==> config.mk <==
export PLATFORM = sky130hd
export DESIGN_NAME = axis_downsizer_flat
export DESIGN_NICKNAME = d
export VERILOG_FILES = /design/src/rtl/axis_downsizer_if.sv /design/src/rtl/axis_downsizer.sv /design/src/flat_wrapper.sv
export SDC_FILE = /design/constraint.sdc
export NUM_CORES = 1
export LEC_CHECK = 0
export CAP_MARGIN = 25
export CORE_MARGIN = 10
export CORE_UTILIZATION = 35
export CTS_CLUSTER_SIZE = 10
export DETAILED_ROUTE_END_ITERATION = 12
export PLACE_DENSITY = 0.7
export SYNTH_ARGS = -nofsm -noshare
export SYNTH_HDL_FRONTEND = slang
export SYNTH_SLANG_ARGS = --single-unit
==> constraint.sdc <==
create_clock -name clk -period 2.5 [get_ports clk]
set_input_delay 0.5 -clock clk [delete_from_list [all_inputs] [get_ports clk]]
set_output_delay 0.5 -clock clk [all_outputs]
set_load 0.02 [all_outputs]
==> src/rtl/axis_downsizer_if.sv <==
// AXI Stream handshake bundle: tvalid/tready plus tdata.
// The width is a parameter so one interface serves both the wide and narrow sides.
interface axis_downsizer_if #(
  parameter int TDATA_WIDTH = 8
);
  logic                   tvalid;
  logic                   tready;
  logic [TDATA_WIDTH-1:0] tdata;

  modport master (
    output tvalid,
    output tdata,
    input  tready
  );

  modport slave (
    input  tvalid,
    input  tdata,
    output tready
  );
endinterface

==> src/rtl/axis_downsizer.sv <==
// AXI Stream width-down converter: one wide word in, RATIO narrow beats out.
// Zero-bubble between words; shares the upstream FIFO flush line.
module axis_downsizer #(
  parameter bit LSB_FIRST = 1'b1
) (
  input  logic              clk,
  input  logic              rst,
  axis_downsizer_if.master  axis_mif,
  axis_downsizer_if.slave   axis_sif,
  input  logic              invalidate
);
  localparam int MW    = $bits(axis_mif.tdata);
  localparam int SW    = $bits(axis_sif.tdata);
  localparam int RATIO = SW / MW;
  localparam int CW    = (RATIO > 2) ? $clog2(RATIO) : 1;

  if ((SW % MW) != 0 || RATIO < 2) begin : g_bad_width
    $fatal(1, "axis_downsizer: SW must be a multiple of MW, RATIO >= 2");
  end

  localparam logic [CW-1:0] LAST_IDX = CW'(RATIO - 1);

  logic [SW-1:0] data_q;
  logic [CW-1:0] cnt_q;
  logic          valid_q;

  logic          last;
  logic          m_hs;
  logic          s_rdy;
  logic          s_hs;
  logic [CW-1:0] sel;
  logic [MW-1:0] beat;

  assign last  = (cnt_q == LAST_IDX);
  assign m_hs  = valid_q && axis_mif.tready;
  assign s_rdy = !rst && !invalidate
               && (!valid_q || (axis_mif.tready && last));
  assign s_hs  = axis_sif.tvalid && s_rdy;

  assign axis_sif.tready = s_rdy;
  assign axis_mif.tvalid = valid_q;

  // Beat order is fixed at elaboration; the mux reads registers only.
  assign sel = LSB_FIRST ? cnt_q : (LAST_IDX - cnt_q);

  always_comb begin
    beat = '0;
    for (int i = 0; i < RATIO; i++) begin
      if (sel == CW'(i)) beat = data_q[i*MW +: MW];
    end
  end

  assign axis_mif.tdata = beat;

  always_ff @(posedge clk or posedge rst) begin
    if (rst) begin
      data_q  <= '0;
      cnt_q   <= '0;
      valid_q <= 1'b0;
    end else if (invalidate) begin
      cnt_q   <= '0;
      valid_q <= 1'b0;
    end else if (s_hs) begin
      // Covers both the idle load and the back-to-back reload on the last beat.
      data_q  <= axis_sif.tdata;
      cnt_q   <= '0;
      valid_q <= 1'b1;
    end else if (m_hs) begin
      if (last) begin
        cnt_q   <= '0;
        valid_q <= 1'b0;
      end else begin
        cnt_q   <= cnt_q + 1'b1;
      end
    end
  end
endmodule

==> src/flat_wrapper.sv <==
// flat-port wrapper written by rule: the top's interface ports become plain ports
module axis_downsizer_flat 
#(
  parameter bit LSB_FIRST = 1'b1
)
  (clk, rst, invalidate, axis_mif_tvalid, axis_mif_tdata, axis_mif_tready, axis_sif_tvalid, axis_sif_tdata, axis_sif_tready);
  axis_downsizer_if #(.TDATA_WIDTH(8)) axis_mif_i ();
  axis_downsizer_if #(.TDATA_WIDTH(32)) axis_sif_i ();
  input  logic clk;
  input  logic rst;
  input  logic invalidate;
  output wire logic [$bits(axis_mif_i.tvalid)-1:0] axis_mif_tvalid;
  output wire logic [$bits(axis_mif_i.tdata)-1:0] axis_mif_tdata;
  input wire logic [$bits(axis_mif_i.tready)-1:0] axis_mif_tready;
  input wire logic [$bits(axis_sif_i.tvalid)-1:0] axis_sif_tvalid;
  input wire logic [$bits(axis_sif_i.tdata)-1:0] axis_sif_tdata;
  output wire logic [$bits(axis_sif_i.tready)-1:0] axis_sif_tready;
  assign axis_mif_tvalid = axis_mif_i.tvalid;
  assign axis_mif_tdata = axis_mif_i.tdata;
  assign axis_mif_i.tready = axis_mif_tready;
  assign axis_sif_i.tvalid = axis_sif_tvalid;
  assign axis_sif_i.tdata = axis_sif_tdata;
  assign axis_sif_tready = axis_sif_i.tready;
  axis_downsizer #(.LSB_FIRST(LSB_FIRST)) u_core (.clk(clk), .rst(rst), .axis_mif(axis_mif_i), .axis_sif(axis_sif_i), .invalidate(invalidate));
endmodule
==> images/pdn.png <==
(4 px per um) Pins as bars on the die edge.
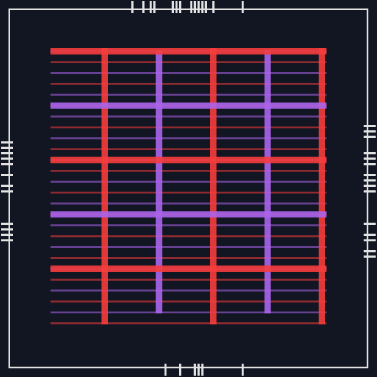
color	net
red	VSS
purple	VDD
met1 rails	26
rows	25
met5 straps	5

==> images/met2.png <==
(4 px per um)
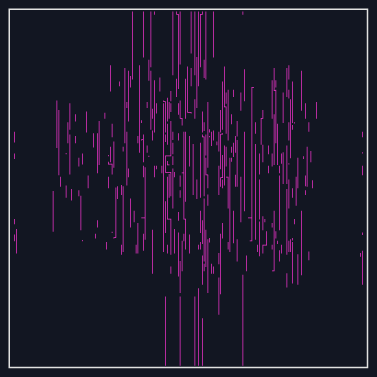
longest straight run	38.4 um
share of all routed wire	45%
wire length on this layer	1820 um
DRT Wirelength: 4.069 mm
GR Layer Usage met2: 15.25%

==> flow_metrics.tcl <==
# flow metrics
set metrics [dict create \
    pre_cts_slack_ps -36.00 \
    fp.dieH_um 89.19 \
    final_common_cell "clkdlybuf4s50_1" \
    post-route-period-util_pct 95.99 \
    synth.mux.area_fraction_pct 22.70 \
    yosysTopAreaCell "dfrtp_1" \
    antenna_found_initial 0 \
    rows 25 \
    arrival_ps 1900 \
    yosysUniqueCellTypes 20 \
    warnings 30 \
    top_layer "met4" \
    ant_nets 0 \
    top_usage_layer "met2" \
    hold_path.class "flip-flop to flip-flop" \
    yosysSeqAreaShare_pct 52.28 \
    peakVddDrop_mv 0.3731 \
    wl_met3_um 355 \
    crit_chain "buf_4, ha_1, buf_4, o31ai_1, dlygate4sd2_1" \
    clk_path_buf_depth 2 \
    required_ps 2000 \
    cts-buffers-inserted 5 \
    postCtsHoldBufs 0 \
    grt_max_degree 36 \
    cts_resized 15 \
    final_nets 226 \
    syn_to_final_growth_pct 41.82 \
    drc 0 \
    met3_usage_pct 4.102 \
    final_cells 240 \
    first_iter_violations 51 \
    place.detailed.instances 231 \
    cpLargestDelayFamily "buffers and inverters" \
    globalplace.congestion 0.7925 \
    use_met1_pct 13.06 \
    gr-total-overflow 0 \
    wirelength_met1_mm 1.771 \
    finalPower_w 0.001692 \
    slowest_stage "dfrtp_1" \
    yosys_area_sq_um 1675 \
    critPathBufInv 3 \
    mostFrequentLayoutCells "clkdlybuf4s50_1 (37), dfrtp_1 (35), mux2_2 (30)" \
    design_area_sq_um 2376 \
    slew_viol_final 0 \
    synth-seq-cells 35 \
    xor_share_pct 0 \
    worst_slew_pin_slew_ps 447.9 \
    via_per_inst 5.033 \
    crit_type "flip-flop to output pin" \
    top_cells_by_area "dfrtp_1 (52%), mux2_2 (20%), a221oi_1 (3.7%), o31ai_1 (3.1%), ha_1 (3.0%)" \
    cp_common_cell "buf_4" \
    whs_ps 495.4 \
    critPathLaunchType "flip-flop" \
    grt_use_total_pct 10.59 \
    netlist_logic_family_top "multiplexers" \
    path_clk_slew_ps 70 \
    yosysWarnings 0 \
    drt-wirelength-per-cell_um 16.95 \
    slew_headroom_pct 70.14 \
    hpwlAfterDp_mm 3.105 \
    syn_inst 128 \
    ys_sh_simple_pct 7.543 \
    coreArea_sq_um 4692 \
    hold_violations 0 \
    ys_cells 128 \
    cts_root_buf "clkbuf_8" \
    cts_setup_buffers 0 \
    endpoint_kind "output pin" \
    yosys.area_share.aoi_pct 9.783 \
    htreeDepth 2 \
    status "finished, final reports clean" \
    grt_pass1_wl_mm 6.396 \
    synth_area_per_cell_sq_um 13.09 \
    wl_met2_mm 1.820 \
]
==> images/density.png <==
(4 px per um) 9 x 9 tiles, from black (low) to pale yellow (high), 0 to 100% covered.
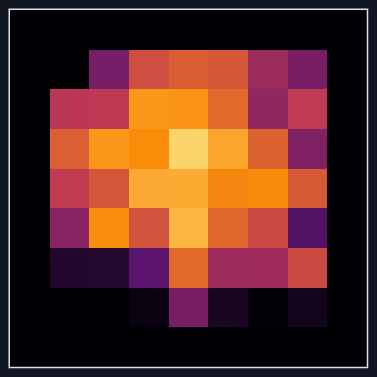
densest ninth of the die	center
emptiest ninth of the die	lower left
fullest tile	91%
mean over tiles	29%
Util after Layout: 50.64%
Initial Util: 35.71%

==> images/final_clocks.png <==
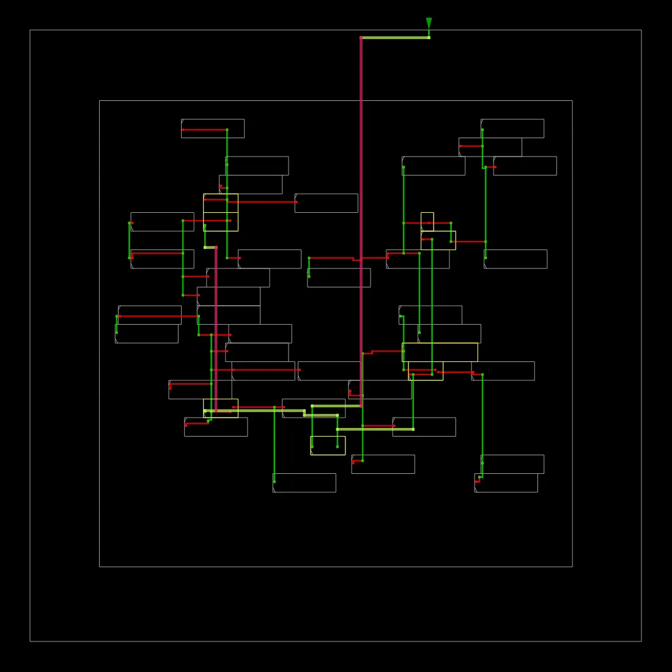
Late-Pin Clk Latency: 290 ps
CTS sink count: 35
FF+latch count: 35
CLK BUF: 6
final clock skew: 4.901 ps

-- report_power, final --
group	total [W]	internal, W	leakage, nW	switching, W
registers	0.000764	0.000688	0.420	0.0000768
clock network	0.000527	0.000323	0.0612	0.000204
logic	0.000401	0.000231	0.540	0.000170
total	0.00169	0.00124	1.02	0.000451
-- area by class of cell --
type,instances,area [sq um],area share (%)
sequential,35,875.8,36.86
multi-input combinational,80,778.2,32.75
timing repair buffer,58,518.0,21.80
clock buffer,6,82.58,3.476
tap,54,67.56,2.844
clock inverter,2,35.03,1.474
inverter,5,18.77,0.7899
-- Yosys cell counts --
| cell | number |
|---|---|
| ha_1 | 4 |
| nor2b_1 | 8 |
| nor2_1 | 1 |
| mux2_2 | 30 |
| dfrtp_1 | 35 |
| inv_1 | 5 |
| clkbuf_1 | 4 |
| a22o_1 | 1 |
| a21oi_1 | 2 |
| buf_6 | 4 |
| o31ai_1 | 7 |
| nand2_1 | 9 |
| mux2_1 | 2 |
| a21o_1 | 1 |
| nor4b_4 | 1 |
| o21ai_0 | 1 |
| mux2i_1 | 2 |
| nor3_1 | 3 |
| a221oi_1 | 7 |
| a21boi_4 | 1 |
-- state kept, by name, summed over array words and instances (netlist names) --
register / count
u_core.data_q: 32
u_core.cnt_q: 2
u_core.axis_mif.tvalid: 1
-- worst paths after layout --
path | cells after the start | slack, ps | from | end
max | 5 | 100 | u_core.cnt_q[0] | axis_mif_tdata[7]
min | 1 | 500 | u_core.data_q[13] | u_core.data_q[13]
max reg2reg | 7 | 440 | u_core.cnt_q[0] | u_core.data_q[9]
min reg2reg | 1 | 500 | u_core.data_q[13] | u_core.data_q[13]
max in group asynchronous | 3 | 1450 | rst | u_core.data_q[27]
min in group asynchronous | 3 | 730 | rst | u_core.data_q[22]
Power and IR drop assume default switching activity.
